### Where the registers sit

Scale bar: 50 um. Other sequential cells in the stronger gray, the rest of the logic in the fainter gray.
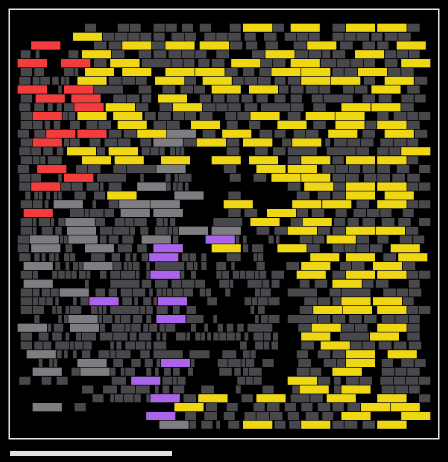
### Cell classes on the final placement

Scale bar: 50 um. Fill, decap, tap and diode cells in gray.
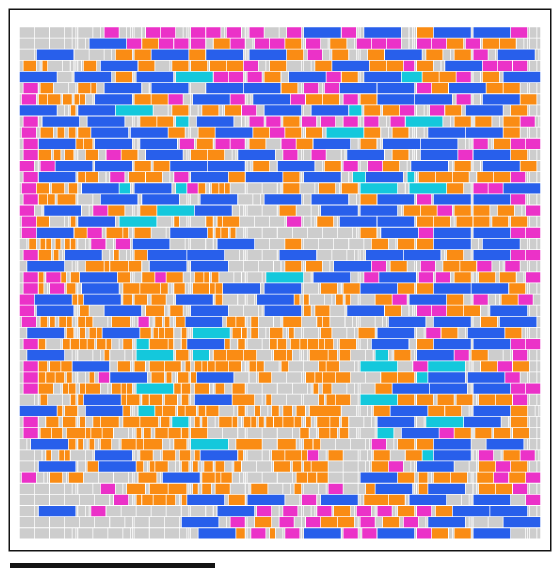
### Local utilization

The die is cut into 13 by 13 equal tiles; black is low, pale yellow is high, 0 to 100% covered.
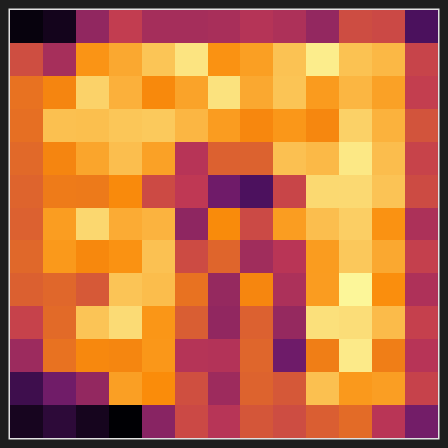
### Wiring by layer

Scale bar: 50 um. Two of the layers only.
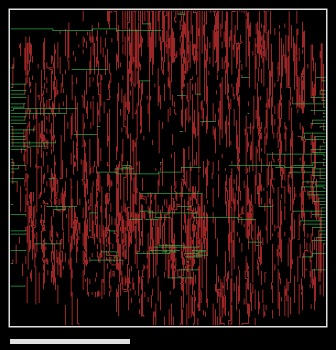
### Congestion heat map

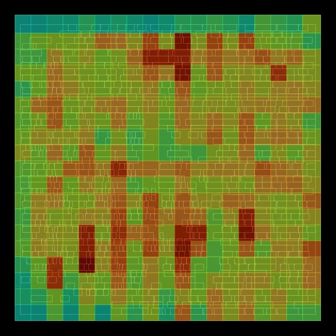
Design c2h_pkt_reader, sky130hd; sources not shown.
==> impl_metrics.ini <==
; physical design summary
[final_timing]
setup_viol = 0
report.final.slew_viol_count = 0
hold_slack_ps = 464
hold_viol = 0
rsz0062_at_grt = false
maxClockFrequency_mhz = 88.4
slew_headroom = 0.301
final.period_utilization = 0.922
final.min_clock_period_ps = 11320
tightest_slew_ps = 1050
fin_tns_setup_ps = 0
finClkSkew_ps = 5.92
setup_ws_ps = 962

[cells_and_area]
mostFrequentLayoutCell = mux2_2
largest_reg_flops = 128
layout.cells.non_filler = 1136
fin_nets = 989
final_layout_size_suffix_gt1_frac = 0.283
layout.cells.most_common_list = 194 x mux2_2, 186 x dfrtp_1, 170 x clkdlybuf4s50_1
areaGrowthSynthToFinish_pct = 24.4
num_antenna_cells = 0
fillCellCount = 1087

[detailed_routing]
wl_met3_um = 997
dr.first_iter.drc_count = 332
vias_per_cell = 5.67
drt.antenna.violating_nets = 0
topRoutingLayerUsed = met4
drt-met1-wl_um = 8960
dr.pass1.iters = 5
met2_length_um = 10400
drc_errors = 0

[worst_setup_path]
r2r_slack_ps = 8560
crit_path_start_kind = input pin
arrival_ps = 8250
crit_required_ps = 9210
reg2reg_depth = 14
crit_type = input pin to output pin
worstSetupEndpointType = output pin
worstPathMaxFanout = 20

[synthesis]
synthAoiAreaFrac = 0.0669
common_cells = 194 x mux2_2, 187 x dfrtp_1, 33 x nand2_1
top_cell = mux2_2
ff_type = dfrtp_1
synth_chip_area_sq_um = 9340
top_area_cell = dfrtp_1
topCombFamilyByArea = multiplexers
topCellsByArea = dfrtp_1 50%, mux2_2 23%, xnor2_1 2.3%
postSynthAreaPerCell_sq_um = 12.1
ys_ff = 187
syn-instance-count = 772
ys_sh_mux = 0.242
xor_share = 0.0291
synthAdderAreaFrac = 0.0222
syn_nets = 854
synthArstFlopShare = 1.00
top_cell_area_share = 0.501
yosys.cell_types.count = 71
ys_sh_simple = 0.0909
synth_seq_share = 0.501
yosysWarnings = 0
ys_cells = 772
edf_count = 0
synth_area_sq_um = 9340

[global_routing]
grt_first_pass_wirelength_um = 34400
overflow = 0
grt_antenna_before_repair = 0
gr-usage-met2 = 0.419
grt-busiest-layer = met2
grt_max_degree = 119
grt_pass1_vias = 6597

[clocking]
clkTransAtPathRegs_ps = 70
cts_root_buf = clkbuf_16
cts.path.max_buffers = 2
cts_tree = built
numCtsBuffers = 17
clock_sinks = 187
clk_latency_ps = 430
cts_max_level = 4

[flow_run]
warnings = 28
maxCapViolCount = 0

[floorplan]
dieArea_sq_um = 17400
die.size.y_um = 132
dieWidth_um = 132
io_pins = 173

[min_path]
holdCritPathClass = register to register
hold_path_depth = 1

[placed_design]
dp.cells = 1104
hpwl_um = 14100
numPortBuffers = 171
place_area_sq_um = 11000
place_ws_ps = 981
place.gp.congestion = 0.918

[power]
power_density_nw_per_um2 = 279
peakVddDrop_v = 0.000203
power_uw = 3240
p_leak_uw = 0.00479

[status]
status = finished clean
-- 'Where the registers sit' (at the start) --
yellow -> `r_fifo_data`  # placed flops 128, where widely spread
purple -> `r_beats`  # placed flops 11
red -> `pkt_count`  # placed flops 16, where upper left
not colored = 32
Seq power: 1070 uW
Finished Core Util: 0.728
fraction of area in registers: 0.403
Flop area: 4680 sq um

-- 'Cell classes on the final placement' (at the start) --
orange -> all other logic  # cells 524
blue -> flip-flops  # cells 187
cyan -> clock drivers and dummy loads  # cells 32
magenta -> other buffers and delay cells  # cells 177
Rows: 46
design area: 11600 sq um
core area: 15900 sq um

-- 'Local utilization' (at the start) --
tiles over 75% full = 41%
mean over tiles = 65%
fullest tile = 98%
nearly empty tiles = 0.60%
Init Core Util: 0.586

-- 'Wiring by layer' (at the start) --
red -> met2  # wire length 10400 um
green -> met3  # wire length 997 um
final wirelength: 20700 um
via count: 6445
Avg WL per Cell: 18.2 um
total global routing track utilization: 0.247

-- 'Congestion heat map' (at the start) --
GRT met1 Usage: 0.322
GR Util met3: 0.0446

critical path: stages:
cell and delay, ps:
clkdlybuf4s50_1 700, and3_1 350, nand4_1 200, o211ai_1 280
ha_1 360, inv_1 160, ha_1 340, or4_4 560
nand2_2 130, o21ai_1 110, inv_1 100, ha_1 220
a21oi_1 110, o21ai_0 110, maj3_2 320, o211ai_1 160
a41oi_1 130, buf_4 220, inv_1 80, clkdlybuf4s50_1 530
area by class of cell:
class,instances,area [sq um],share of cell area
inverter,28,105,0.00905
clock inverter,14,124,0.0107
sequential,187,4680,0.403
multi-input combinational,496,4240,0.365
timing repair buffer,177,1760,0.151
clock buffer,18,439,0.0378
tap,216,270,0.0233
power by group:
group	switching, uW	total, uW	internal [uW]
combinational	697	1640	948
clock	250	523	273
sequential	181	1070	888
Power is estimated from default activity; no workload was simulated.
